**config.mk**
```make
export PLATFORM = sky130hd
export DESIGN_NAME = tile_sequencer
export DESIGN_NICKNAME = d
export VERILOG_FILES = /design/src/rtl/tile_sequencer.sv
export SDC_FILE = /design/constraint.sdc
export NUM_CORES = 1
export LEC_CHECK = 0
export CORE_UTILIZATION = 39
export DETAILED_ROUTE_END_ITERATION = 6
export HOLD_SLACK_MARGIN = 0.15
export PLACE_DENSITY = 0.8
export SLEW_MARGIN = 30
export SYNTH_ARGS = -nofsm -noshare
export SYNTH_HDL_FRONTEND = slang
export SYNTH_SLANG_ARGS = --single-unit
```
**constraint.sdc**
```tcl
create_clock -name clk -period 2.95 [get_ports clk]
set_input_delay 0.295 -clock clk [delete_from_list [all_inputs] [get_ports clk]]
set_output_delay 0.295 -clock clk [all_outputs]
set_load 0.01 [all_outputs]
```
**src/rtl/tile_sequencer.sv**
```systemverilog
// tile_sequencer: instruction-driven scheduler splitting NxN matmuls into 4x4 tiles for the systolic array.
// Optional PERF_CNT_EN adds perf_cyc/perf_wait cycle counters.
module tile_sequencer #(
   parameter int unsigned PC_W  = 5,
   parameter logic [31:0] A_B4  = 32'd0,
   parameter logic [31:0] A_B8  = 32'd2048,
   parameter logic [31:0] A_B16 = 32'd8192,
   parameter logic [31:0] B_B4  = 32'd256,
   parameter logic [31:0] B_B8  = 32'd4096,
   parameter logic [31:0] B_B16 = 32'd12288,
   parameter logic [31:0] O_B4  = 32'd512,
   parameter logic [31:0] O_B8  = 32'd6144,
   parameter logic [31:0] O_B16 = 32'd16384
) (
   input  logic        clk,
   input  logic        rst,
`ifdef PERF_CNT_EN
   output logic [31:0] perf_cyc,
   output logic [31:0] perf_wait,
`endif
   input  logic        ap_start,
   output logic        ap_done,
   output logic        busy,
   output logic        err,
   output logic [31:0] addrI,
   output logic        enI,
   input  logic [31:0] dataI,
   output logic [31:0] addrA,
   output logic        enA,
   output logic [31:0] addrB,
   output logic        enB,
   output logic        ld_valid,
   output logic [3:0]  ld_idx,
   output logic        arr_go,
   output logic        acc_clr,
   input  logic        arr_done,
   output logic        arr_store,
   output logic [31:0] out_addr,
   input  logic        wb_done
);
   typedef enum logic [3:0] {
      S_IDLE, S_FETCH, S_DECODE, S_FEED, S_GO, S_WAIT_ARR, S_STORE, S_WAIT_WB, S_DONE
   } state_t;
   state_t state_q, state_d;
   // pc carries one extra bit so running off the end of the program is detectable
   logic [PC_W:0] pc_q, pc_d;
   logic [1:0] code_q, code_d, ti_q, ti_d, tj_q, tj_d, kb_q, kb_d, nb;
   logic [3:0] cnt_q, cnt_d, ldi_q;
   logic err_q, err_d, ldv_q;
   logic [31:0] base_a, base_b, base_o;
   logic [4:0] sh;
   logic unused_bits;
   assign unused_bits = ^dataI[31:2];
   assign nb     = code_q == 2'd0 ? 2'd0 : code_q == 2'd1 ? 2'd1 : 2'd3;
   assign sh     = {3'b000, code_q} + 5'd2;
   assign base_a = code_q == 2'd0 ? A_B4 : code_q == 2'd1 ? A_B8 : A_B16;
   assign base_b = code_q == 2'd0 ? B_B4 : code_q == 2'd1 ? B_B8 : B_B16;
   assign base_o = code_q == 2'd0 ? O_B4 : code_q == 2'd1 ? O_B8 : O_B16;
   always_ff @(posedge clk) begin
      if (rst) begin
         state_q <= S_IDLE;
         pc_q    <= '0;
         code_q  <= '0;
         ti_q    <= '0;
         tj_q    <= '0;
         kb_q    <= '0;
         cnt_q   <= '0;
         err_q   <= 1'b0;
         ldv_q   <= 1'b0;
         ldi_q   <= '0;
      end else begin
         state_q <= state_d;
         pc_q    <= pc_d;
         code_q  <= code_d;
         ti_q    <= ti_d;
         tj_q    <= tj_d;
         kb_q    <= kb_d;
         cnt_q   <= cnt_d;
         err_q   <= err_d;
         ldv_q   <= state_q == S_FEED;
         ldi_q   <= state_q == S_FEED ? cnt_q : 4'd0;
      end
   end
   always_comb begin
      state_d = state_q;
      pc_d    = pc_q;
      code_d  = code_q;
      ti_d    = ti_q;
      tj_d    = tj_q;
      kb_d    = kb_q;
      cnt_d   = cnt_q;
      err_d   = err_q;
      case (state_q)
         S_IDLE: if (ap_start) begin
            pc_d    = '0;
            err_d   = 1'b0;
            state_d = S_FETCH;
         end
         S_FETCH: if (pc_q[PC_W]) begin
            err_d   = 1'b1;
            state_d = S_DONE;
         end else state_d = S_DECODE;
         S_DECODE: if (dataI[1:0] == 2'd3) state_d = S_DONE;
         else begin
            code_d  = dataI[1:0];
            ti_d    = '0;
            tj_d    = '0;
            kb_d    = '0;
            cnt_d   = '0;
            pc_d    = pc_q + {{PC_W{1'b0}}, 1'b1};
            state_d = S_FEED;
         end
         S_FEED: begin
            cnt_d   = cnt_q + 4'd1;
            state_d = cnt_q == 4'd15 ? S_GO : S_FEED;
         end
         S_GO: state_d = S_WAIT_ARR;
         // cnt has wrapped back to 0, so the next k-block feed starts cleanly
         S_WAIT_ARR: if (arr_done) begin
            kb_d    = kb_q != nb ? kb_q + 2'd1 : kb_q;
            state_d = kb_q != nb ? S_FEED : S_STORE;
         end
         S_STORE: state_d = S_WAIT_WB;
         S_WAIT_WB: if (wb_done) begin
            kb_d    = '0;
            tj_d    = tj_q == nb ? 2'd0 : tj_q + 2'd1;
            ti_d    = tj_q == nb ? (ti_q == nb ? 2'd0 : ti_q + 2'd1) : ti_q;
            state_d = (tj_q == nb && ti_q == nb) ? S_FETCH : S_FEED;
         end
         S_DONE: state_d = S_IDLE;
         default: state_d = S_IDLE;
      endcase
   end
   assign busy      = state_q != S_IDLE;
   assign ap_done   = state_q == S_DONE;
   assign err       = err_q;
   assign enI       = state_q == S_FETCH && !pc_q[PC_W];
   assign addrI     = enI ? 32'(pc_q[PC_W-1:0]) : 32'd0;
   assign enA       = state_q == S_FEED;
   assign enB       = enA;
   assign addrA     = enA ? base_a + (32'({ti_q, cnt_q[3:2]}) << sh) + 32'({kb_q, cnt_q[1:0]}) : 32'd0;
   assign addrB     = enB ? base_b + (32'({kb_q, cnt_q[3:2]}) << sh) + 32'({tj_q, cnt_q[1:0]}) : 32'd0;
   assign ld_valid  = ldv_q;
   assign ld_idx    = ldi_q;
   assign arr_go    = state_q == S_GO;
   assign acc_clr   = arr_go && kb_q == 2'd0;
   assign arr_store = state_q == S_STORE;
   assign out_addr  = arr_store ? base_o + (32'({ti_q, 2'b00}) << sh) + 32'({tj_q, 2'b00}) : 32'd0;
`ifdef PERF_CNT_EN
   logic [31:0] perf_cyc_q, perf_wait_q;
   always_ff @(posedge clk) begin
      if (rst || (state_q == S_IDLE && ap_start)) begin
         perf_cyc_q  <= '0;
         perf_wait_q <= '0;
      end else begin
         perf_cyc_q  <= busy ? perf_cyc_q + 32'd1 : perf_cyc_q;
         perf_wait_q <= (state_q == S_WAIT_ARR || state_q == S_WAIT_WB) ? perf_wait_q + 32'd1 : perf_wait_q;
      end
   end
   assign perf_cyc  = perf_cyc_q;
   assign perf_wait = perf_wait_q;
`endif
endmodule
```
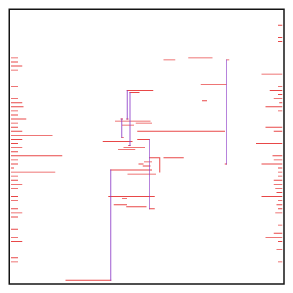
(run_1/layers.png)
Drawn at 3 px/um. Two of the layers only.
Key: M3 = red [wire length 421 um]; M4 = purple [wire length 128 um]

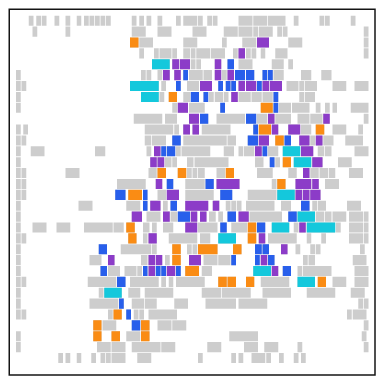
(run_1/gates.png)
Drawn at 4 px/um.
Key: nand cells = blue [cells 55]; aoi and oai cells = purple [cells 62]; and/or cells = orange [cells 31]; fa/ha/maj cells = cyan [cells 13]
Comb/total area: 57.7%
Non-Filler Instances: 580
most used logic cell in the final layout: conb_1

==> flow_summary.yaml, run 1 <==
# generated from flow reports
routing:
  vias: 2811
  drc: 0
cts:
  ctsHtreeMaxLevel: 1
  cts.path.max_buffers: 2
  cts_root_buf: "clkbuf_8"
  cts_made_buffers: 3
  post_cts_buffers: 1
  cts_tree: "built"
  cts-hold-fix-buffers: 0
worst_setup_path:
  setup.worst_path.start_class: "flip-flop"
  cpMaxStageDelayCell: "clkdlybuf4s50_1"
  crit_required_ns: 2.65
  worstRegToRegCells: 6
  startpoint: "code_q[0]"
  worstPathCellList: "mux2i_4 -> nor2_1 -> ha_1 -> o21ai_0 -> nand2b_1 -> buf_4 -> nand4_1 -> a21oi_1 -> clkdlybuf4s50_1"
  setup.worst_path.end: "addrA[8]"
sta:
  skew_ns: 0.00187
  whs_ns: 0.531
  clock.fmax_ghz: 0.350
  setup_viol: 0
global_route:
  grt_use_met2_pct: 28.7
  grt_max_degree: 30
  grt_first_pass_wirelength_mm: 11.1
  antenna_found_initial: 0
  grt_pass1_vias: 2477
run_status:
  status: "finished clean"
synthesis:
  synthArstFlopShare_pct: 0
  synth_cell_type_count: 59
  yosysCellCount: 423
  netlist.area_leader.share_pct: 22.8
  synth_area_leader_cell: "buf_4"
  logic_family: "simple AND/OR/NAND/NOR gates"
place:
  dp.cells: 572
min_path:
  hp-start: "pc_q[1]"
pwr:
  p_seq_mw: 0.415
  p_leak_nw: 1.54
  combinationalPower_mw: 0.472
  top_power_group: "combinational logic"
job:
  warnings: 56
floorplanning:
  num_rows: 32
  io_pins: 179
layout:
  clockBufferCount: 3
  comb_area_mm2: 0.00206
  largest-register: "pc_q"
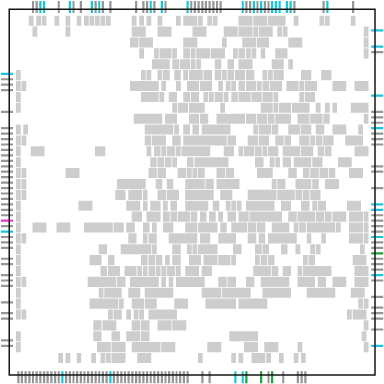
(run_1/pinout.png)
Drawn at 4 px/um. Pins as bars across the die edge, other pins in gray.
Key: busy = magenta [pins 1, direction output, edge west]; addrA = cyan [pins 32, direction output, edge 17 north, 9 east, 4 south, 2 west]; ld_idx = green [pins 4, direction output, edge 3 south, 1 east]
All pins by edge: 59 south, 47 north, 38 west, 35 east.
IO buf count: 58
die width: 91.1 um
Chip Height: 91.1 um

==> run 2, diff against run 1 <==
CTS_CLUSTER_SIZE = 24   (was not set)
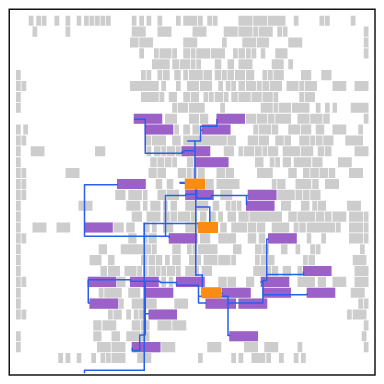
(run_2/clock_wires.png)
Drawn at 4 px/um.
Key: clock-net drivers = orange [count 3]; clock wires = blue [length 373 um]; flip-flops = purple [count 28]
There are 4 routed clock nets.

==> flow_summary.yaml, run 2 <==
# generated from flow reports
run_status:
  status: "finished clean"
worst_setup_path:
  setup.worst_path.end: "addrA[8]"
  worstPathCellList: "mux2i_4 -> nor2_1 -> ha_1 -> o21ai_0 -> nand2b_1 -> buf_4 -> nand4_1 -> a21oi_1 -> clkdlybuf4s50_1"
  setup.worst_path.start_class: "flip-flop"
  cpMaxStageDelayCell: "clkdlybuf4s50_1"
  worstRegToRegCells: 6
place:
  dp.cells: 572
  io_buffers: 58
synthesis:
  synthArstFlopShare_pct: 0
  yosysChipArea_mm2: 0.00310
  yosysCellCount: 423
  logic_family: "simple AND/OR/NAND/NOR gates"
  aoi_share_pct: 15.5
  synth_area_leader_cell: "buf_4"
  netlist.area_leader.share_pct: 22.8
  synth_cell_type_count: 59
routing:
  drt-wirelength-per-cell_um: 11.8
  vias: 2811
global_route:
  grt_first_pass_wirelength_mm: 11.1
  antenna_found_initial: 0
  grt_use_met2_pct: 28.7
  grt_max_degree: 30
  grt_pass1_vias: 2477
job:
  warnings: 56
layout:
  fin_cells: 580
  clockBufferCount: 3
  comb_share_pct: 57.7
  layout_top_cell: "conb_1"
  layout.nonclk_buf_share_pct: 19.5
  largest-register: "pc_q"
  comb_area_mm2: 0.00206
pwr:
  p_leak_nw: 1.54
  top_power_group: "combinational logic"
  combinationalPower_mw: 0.472
  p_seq_mw: 0.415
cts:
  cts_tree: "built"
  cts.path.max_buffers: 2
  cts_root_buf: "clkbuf_8"
  cts-hold-fix-buffers: 0
  cts_made_buffers: 3
  ctsHtreeMaxLevel: 1
  post_cts_buffers: 1
floorplanning:
  num_rows: 32
  chip_area_mm2: 0.00830
  fp.dieH_um: 91.1
  die_w_um: 91.1
  io_pins: 179
sta:
  whs_ns: 0.531
  relSlewSlack_pct: 61.6
  skew_ns: 0.00187
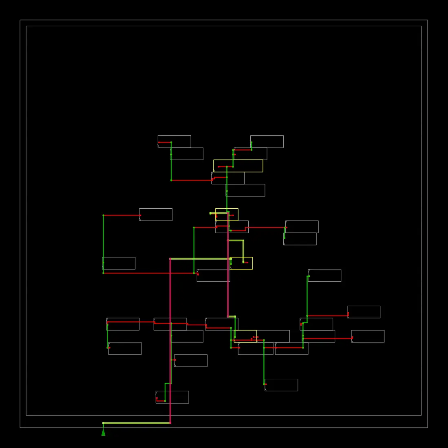
(run_2/clock_nets.png)
clock group power: 0.309 mW
TritonCTS Sinks: 28
seq_cells: 28
Clk Latency, worst-skew pair: 0.28 ns

Power and IR drop assume default switching activity.
